--- config.mk ---
export PLATFORM = sky130hd
export DESIGN_NAME = pack_recv
export DESIGN_NICKNAME = d
export VERILOG_FILES = /design/src/rtl/pack_recv_pkg.sv /design/src/rtl/pack_recv_syncdet.sv /design/src/rtl/pack_recv.sv
export SDC_FILE = /design/constraint.sdc
export NUM_CORES = 1
export LEC_CHECK = 0
export CORE_AREA = 8 8 121 123
export DETAILED_ROUTE_END_ITERATION = 6
export DIE_AREA = 0 0 129 131
export SLEW_MARGIN = 20
export SYNTH_ARGS = -nofsm -noshare
export SYNTH_HDL_FRONTEND = slang
export SYNTH_SLANG_ARGS = --single-unit
--- constraint.sdc ---
create_clock -name clk -period 3 [get_ports clk]
set_input_delay 0.3 -clock clk [delete_from_list [all_inputs] [get_ports clk]]
set_output_delay 0.3 -clock clk [all_outputs]
set_load 0.02 [all_outputs]
--- src/rtl/pack_recv_pkg.sv ---
// Shared constants and types for the sync-framed packet receiver.
// A frame is 16 bytes that pair into 8 little-endian words.
package pack_recv_pkg;

    localparam logic [31:0] SYNC_PATTERN    = 32'hFFFF_FF7F;
    localparam int          FRAME_BYTES     = 16;
    localparam int          WORDS_PER_FRAME = 8;
    localparam int          IDX_W           = $clog2(FRAME_BYTES);

    typedef logic [IDX_W-1:0] idx_t;

    // An aligned frame ends its sync pattern on this byte index
    localparam idx_t SYNC_IDX = idx_t'(3);
    localparam idx_t LAST_IDX = idx_t'(2 * WORDS_PER_FRAME - 1);

    typedef enum logic {
        HUNT   = 1'b0,
        SYNCED = 1'b1
    } state_e;

    function automatic logic [15:0] make_word(input logic [7:0] lo, input logic [7:0] hi);
        return {hi, lo};
    endfunction

endpackage

--- src/rtl/pack_recv_syncdet.sv ---
// Sliding window over the last accepted bytes; match fires in the cycle
// the byte completing FF,FF,FF,7F is shifted in.
module pack_recv_syncdet
    import pack_recv_pkg::*;
(
    input  logic       clk,
    input  logic       rst_n,
    input  logic       shift,
    input  logic [7:0] shift_byte,
    output logic       match
);

    // Three stored bytes plus the incoming one form the 4-byte window
    logic [23:0] win_q, win_d;
    logic [31:0] window;

    always_comb begin
        window = {win_q, shift_byte};
        win_d  = win_q;
        if (shift) begin
            win_d = window[23:0];
        end
        match = shift && (window == SYNC_PATTERN);
    end

    always_ff @(posedge clk or negedge rst_n) begin
        if (!rst_n) begin
            win_q <= '0;
        end else begin
            win_q <= win_d;
        end
    end

endmodule

--- src/rtl/pack_recv.sv ---
// Packet receiver: hunts for the sync pattern, then reassembles each frame
// into words, reporting realignments, sync loss and strobe protocol errors.
module pack_recv
    import pack_recv_pkg::*;
#(
    parameter int SYNC_LOSS_LOG2 = 23
) (
    input  logic        clk,
    input  logic        rst_n,
    input  logic [7:0]  DataVal,
    input  logic        DataReady,
    output logic [15:0] PacketWd,
    output logic        WdAvail,
    output logic        PacketReset,
    output logic        Sync,
    output logic        ResyncErr,
    output logic        ProtoErr
);

    localparam int                 TIMER_W    = SYNC_LOSS_LOG2 + 1;
    localparam logic [TIMER_W-1:0] LOSS_LIMIT = {1'b1, {SYNC_LOSS_LOG2{1'b0}}};

    state_e             state_q, state_d;
    idx_t               idx_q, idx_d;
    logic [TIMER_W-1:0] timer_q, timer_d, timer_inc;
    logic [2:0][7:0]    held_q, held_d;
    logic               pend_q, pend_d;
    logic               part_q, part_d;
    logic               acc_prev_q, acc_prev_d;
    logic [15:0]        wd_q, wd_d;
    logic               wd_avail_q, wd_avail_d;
    logic               pkt_rst_q, pkt_rst_d;
    logic               resync_q, resync_d;
    logic               proto_q, proto_d;

    logic accept;
    logic drop;
    logic match;
    logic timeout;

    pack_recv_syncdet u_syncdet (
        .clk        (clk),
        .rst_n      (rst_n),
        .shift      (accept),
        .shift_byte (DataVal),
        .match      (match)
    );

    // A strobe right after an accepted one is a protocol violation and is dropped
    always_comb begin
        accept    = DataReady && !acc_prev_q;
        drop      = DataReady && acc_prev_q;
        timer_inc = (timer_q == '1) ? timer_q : timer_q + TIMER_W'(1);
        timeout   = (state_q == SYNCED) && (timer_inc == LOSS_LIMIT);
    end

    always_comb begin
        state_d    = state_q;
        idx_d      = idx_q;
        timer_d    = timer_q;
        held_d     = held_q;
        pend_d     = 1'b0;
        part_d     = part_q;
        acc_prev_d = accept;
        wd_d       = wd_q;
        wd_avail_d = 1'b0;
        pkt_rst_d  = 1'b0;
        resync_d   = 1'b0;
        proto_d    = drop;

        if (state_q == HUNT) begin
            timer_d = '0;
            if (match) begin
                state_d = SYNCED;
                idx_d   = '0;
                part_d  = 1'b0;
            end
        end else begin
            timer_d = timer_inc;
            if (match) begin
                timer_d = '0;
                idx_d   = '0;
                part_d  = 1'b0;
                if (idx_q != SYNC_IDX) begin
                    resync_d  = 1'b1;
                    pkt_rst_d = part_q;
                end
            end else if (timeout) begin
                // A pending second word is abandoned along with the frame
                state_d   = HUNT;
                timer_d   = '0;
                idx_d     = '0;
                pkt_rst_d = part_q;
                part_d    = 1'b0;
            end else begin
                if (pend_q) begin
                    wd_d       = make_word(held_q[0], held_q[1]);
                    wd_avail_d = 1'b1;
                end
                if (accept) begin
                    idx_d = (idx_q == LAST_IDX) ? '0 : idx_q + idx_t'(1);
                    case (idx_q)
                        idx_t'(0): held_d[0] = DataVal;
                        idx_t'(1): held_d[1] = DataVal;
                        idx_t'(2): held_d[2] = DataVal;
                        SYNC_IDX: begin
                            // Emit word 0 now and park word 1 in the held slots
                            wd_d       = make_word(held_q[0], held_q[1]);
                            wd_avail_d = 1'b1;
                            held_d[0]  = held_q[2];
                            held_d[1]  = DataVal;
                            pend_d     = 1'b1;
                            part_d     = 1'b1;
                        end
                        default: begin
                            if (idx_q[0]) begin
                                wd_d       = make_word(held_q[0], DataVal);
                                wd_avail_d = 1'b1;
                                if (idx_q == LAST_IDX) begin
                                    part_d = 1'b0;
                                end
                            end else begin
                                held_d[0] = DataVal;
                            end
                        end
                    endcase
                end
            end
        end
    end

    always_ff @(posedge clk or negedge rst_n) begin
        if (!rst_n) begin
            state_q    <= HUNT;
            idx_q      <= '0;
            timer_q    <= '0;
            held_q     <= '0;
            pend_q     <= 1'b0;
            part_q     <= 1'b0;
            acc_prev_q <= 1'b0;
            wd_q       <= '0;
            wd_avail_q <= 1'b0;
            pkt_rst_q  <= 1'b0;
            resync_q   <= 1'b0;
            proto_q    <= 1'b0;
        end else begin
            state_q    <= state_d;
            idx_q      <= idx_d;
            timer_q    <= timer_d;
            held_q     <= held_d;
            pend_q     <= pend_d;
            part_q     <= part_d;
            acc_prev_q <= acc_prev_d;
            wd_q       <= wd_d;
            wd_avail_q <= wd_avail_d;
            pkt_rst_q  <= pkt_rst_d;
            resync_q   <= resync_d;
            proto_q    <= proto_d;
        end
    end

    assign PacketWd    = wd_q;
    assign WdAvail     = wd_avail_q;
    assign PacketReset = pkt_rst_q;
    assign Sync        = (state_q == SYNCED);
    assign ResyncErr   = resync_q;
    assign ProtoErr    = proto_q;

endmodule
Fig. 1: run 1, met3 routing
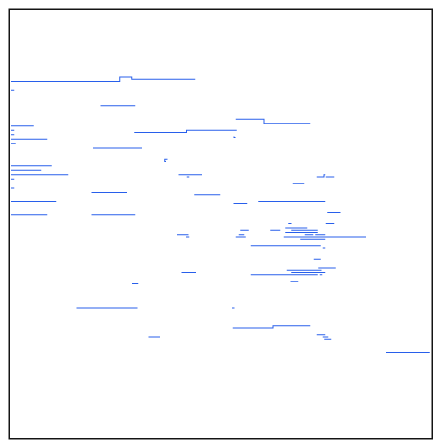
- wire length on this layer: 519 um
- share of all routed wire: 4.0%
- nets with wire on the layer: 46
- main direction: horizontal
- longest straight run: 33.1 um

Fig. 2: run 1, the metal 2 layer
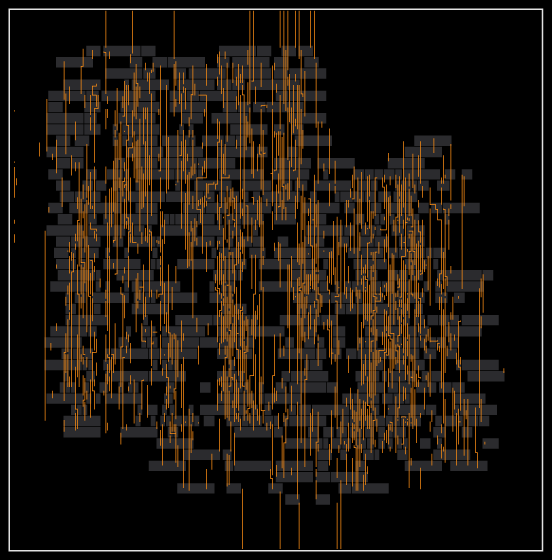
- longest straight run: 45.9 um
- main direction: vertical
- wire length on this layer: 6450 um
- nets with wire on the layer: 545
vias post-DR: 4231
Global Route met2 Usage: 0.279
overall routed net length: 13000 um

==> run notes, run 1 <==
flow finished, numbers: worst path required time around 3.2 ns, total of endpoints with negative setup slack in the final report 28, num sequential 100, layout cells sized above 1 0.250, mapped cell area approximately 5000 um^2, number of global-route vias before repair 4282, TritonCTS clock tree built, final worst path period need between 3 and 4 ns, run status complete, but fails checks, Seq share, synth 0.504, leading registers by flop count held_q x24, timer_q x24, u_syncdet.win_q x24, critical path's top delay family simple AND/OR/NAND/NOR gates, number of warnings issued by yosys 0, number of non-filler instances in the completed layout between 700 and 800, uppermost metal layer occupied by signal nets met4, post-layout instance area between 6000 and 7000 um^2, sum of internal, switching and leakage power 2680 uW, violations in the final reports negative hold slack, negative setup slack, Tool Warnings 31, final setup margin -0.107 ns, post-synthesis cell type count 60, yosys-reported design area after synthesis 4960 um^2, period utilisation layout 1.04, fraction of power spent switching nets 0.245, tap cells between 150 and 200, dominant register cell sky130_fd_sc_hd__dfrtp_1, highest clock frequency the design can meet 0.322 GHz, biggest area contributors in the synthesized netlist sky130_fd_sc_hd__dfrtp_1, sky130_fd_sc_hd__nand2_1, sky130_fd_sc_hd__mux2_1, sky130_fd_sc_hd__nor2_1, sky130_fd_sc_hd__xnor2_1, category of the worst setup path launch point flip-flop, sequential share of cell area 0.379, crit path buf inv count 2, worst reg2reg path endpoint held_q[18], Clock net power about 1100 uW, clock input transition at the sequential cells of the worst setup and hold paths 0.07 ns, most common logic cell in the routed design sky130_fd_sc_hd__nand2_1, final number of hold-violating endpoints 12, area share of the largest cell type after synthesis 0.504, Fin Hold WS -0.0156 ns
Fig. 3: run 1, routing congestion
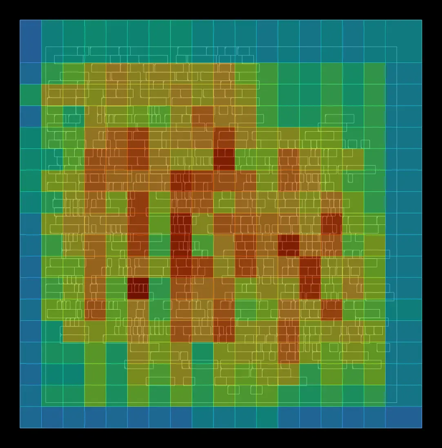
routed len/inst: 16.3 um
met1 Usage GRT: 0.197
GRT Resource Usage Total: 0.162
peak-usage layer in the global routing report: met2

-- run 1: metal layers --
metal  track usage  vias to the layer above
li1              -                     2032
met1         0.197                     2079
met2         0.279                      103
met3        0.0369                       17
met4        0.0539                        0
met5             0                        -
-- run 1: worst reg2reg max path, stage by stage (launching register included) --
cell                       delay (ns)
sky130_fd_sc_hd__dfrtp_1         0.35
sky130_fd_sc_hd__nand4_1         0.22
sky130_fd_sc_hd__nor4_4          0.34
sky130_fd_sc_hd__buf_4           0.18
sky130_fd_sc_hd__buf_6           0.10
sky130_fd_sc_hd__a211oi_4        0.05
sky130_fd_sc_hd__or3_4           0.41
sky130_fd_sc_hd__a221o_1         0.40
sky130_fd_sc_hd__o31ai_4         0.33
sky130_fd_sc_hd__or3_4           0.29
sky130_fd_sc_hd__mux2_4          0.32
--- run 2 (diff from run 1) ---
--- a/config.mk
+++ b/config.mk
@@ -5,10 +5,10 @@
 export SDC_FILE = /design/constraint.sdc
 export NUM_CORES = 1
 export LEC_CHECK = 0
-export CORE_AREA = 8 8 121 123
+export CORE_AREA = 8 8 115 117
 export DETAILED_ROUTE_END_ITERATION = 6
-export DIE_AREA = 0 0 129 131
-export SLEW_MARGIN = 20
+export DIE_AREA = 0 0 123 125
+export SLEW_MARGIN = 30
 export SYNTH_ARGS = -nofsm -noshare
 export SYNTH_HDL_FRONTEND = slang
 export SYNTH_SLANG_ARGS = --single-unit
==> constraint.sdc (replaced) <==
create_clock -name clk -period 2.5 [get_ports clk]
set_input_delay 0.25 -clock clk [delete_from_list [all_inputs] [get_ports clk]]
set_output_delay 0.25 -clock clk [all_outputs]
set_load 0.02 [all_outputs]
Fig. 4: run 2, the metal 4 layer
Supply wires on this layer in gray.
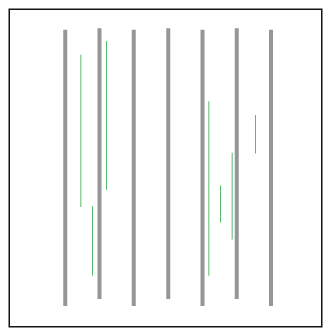
- wire length on this layer: 277 um
- share of all routed wire: 2.0%
- nets with wire on the layer: 5
- main direction: vertical
vias post-DR: 4366
overall routed net length: 13600 um

Fig. 5: run 2, met1 routing
Bar = 20 um. Supply wires on this layer in gray.
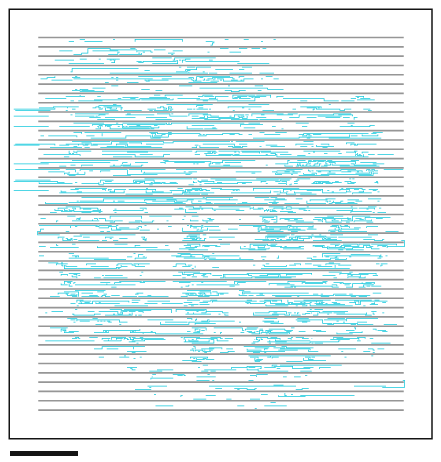
- longest straight run: 29.9 um
- nets with wire on the layer: 614
met1 Usage GRT: 0.218

==> run notes, run 2 <==
flow finished, numbers: GRT Resource Usage Total 0.178, number of non-filler instances in the completed layout around 790, critical path's top delay family simple AND/OR/NAND/NOR gates, layout cells sized above 1 0.302, uppermost metal layer occupied by signal nets met4, TritonCTS clock tree built, Global Route met2 Usage 0.293, post-synthesis cell type count approximately 60, clock input transition at the sequential cells of the worst setup and hold paths 0.07 ns, violations in the final reports negative setup slack, Net Count, Synth ~530, number of warnings issued by yosys 0, dominant register cell sky130_fd_sc_hd__dfrtp_1, final setup TNS -35.31 ns, worst path required time ~2.7 ns, mapped cell area just under 5000 um^2, width of the chip 123 um, category of the worst setup path launch point flip-flop, routed len/inst 17.2 um, slew at the pin closest to its max-slew limit approximately 0.54 ns, highest clock frequency the design can meet around 0.32 GHz, fraction of power spent switching nets 0.243, period utilisation layout 1.24, most common logic cell in the routed design sky130_fd_sc_hd__nand2_1, sum of internal, switching and leakage power 3190 uW, area share of the largest cell type after synthesis 0.504, instance area at placement about 6100 um^2, biggest area contributors in the synthesized netlist sky130_fd_sc_hd__dfrtp_1, sky130_fd_sc_hd__nand2_1, sky130_fd_sc_hd__mux2_1, sky130_fd_sc_hd__nor2_1, sky130_fd_sc_hd__xnor2_1, final number of hold-violating endpoints 0, Seq share, synth 0.504, total of endpoints with negative setup slack in the final report ~73, Logic pwr share 0.055, number of port buffers 31, met3 wire length roughly 310 um, Clock net power 1290 uW, peak-usage layer in the global routing report met2, instance count on the critical path 11, WL met1 ~5900 um, final setup skew between 0.005 and 0.006 ns, GR Layer Usage met3 0.0252, yosys-reported design area after synthesis a little under 5000 um^2, leading registers by flop count held_q x24, timer_q x24, u_syncdet.win_q x24, Tool Warnings 32, Crit path arrival time 3.33 ns, final setup margin -0.595 ns, run status complete, but fails checks, crit path buf inv count 2, final worst path period need around 3.1 ns, worst reg2reg path endpoint held_q[11], Area growth syn-to-layout 39.6%, CP max FO 8, Fin Hold WS between 0.3 and 0.4 ns
Fig. 6: run 2, met3 routing
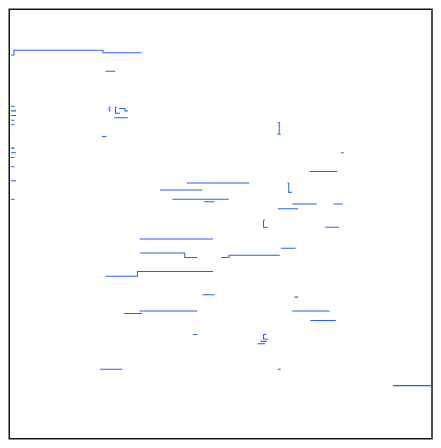
- longest straight run: 26.0 um
- main direction: horizontal
- wire length on this layer: 311 um

## run 2: kinds of logic (layout without fill, tap and decap cells)
logic type | Yosys count | count (layout) | synth area share
DFF | 100 | 100 | 0.504
and+or+nand+nor | 237 | 238 | 0.229
muxes | 26 | 26 | 0.0585
AOI/OAI and AO/OA | 89 | 89 | 0.133
xor gates and xnor gates | 19 | 19 | 0.0335
adders and majority gates | 5 | 5 | 0.0126
buffers and inverters | 33 | 166 | 0.0292
## run 2: area by class of cell
cell class	count	area, um^2	share of cell area
inverters	8	30.0	0.00433
clock buffers	9	225	0.0325
multi-input cells	377	2630	0.379
repair buffers	142	1320	0.190
flip-flops and latches	100	2500	0.362
clock inverters	7	42.5	0.00614
well taps	147	184	0.0265
Power and IR drop assume default switching activity.
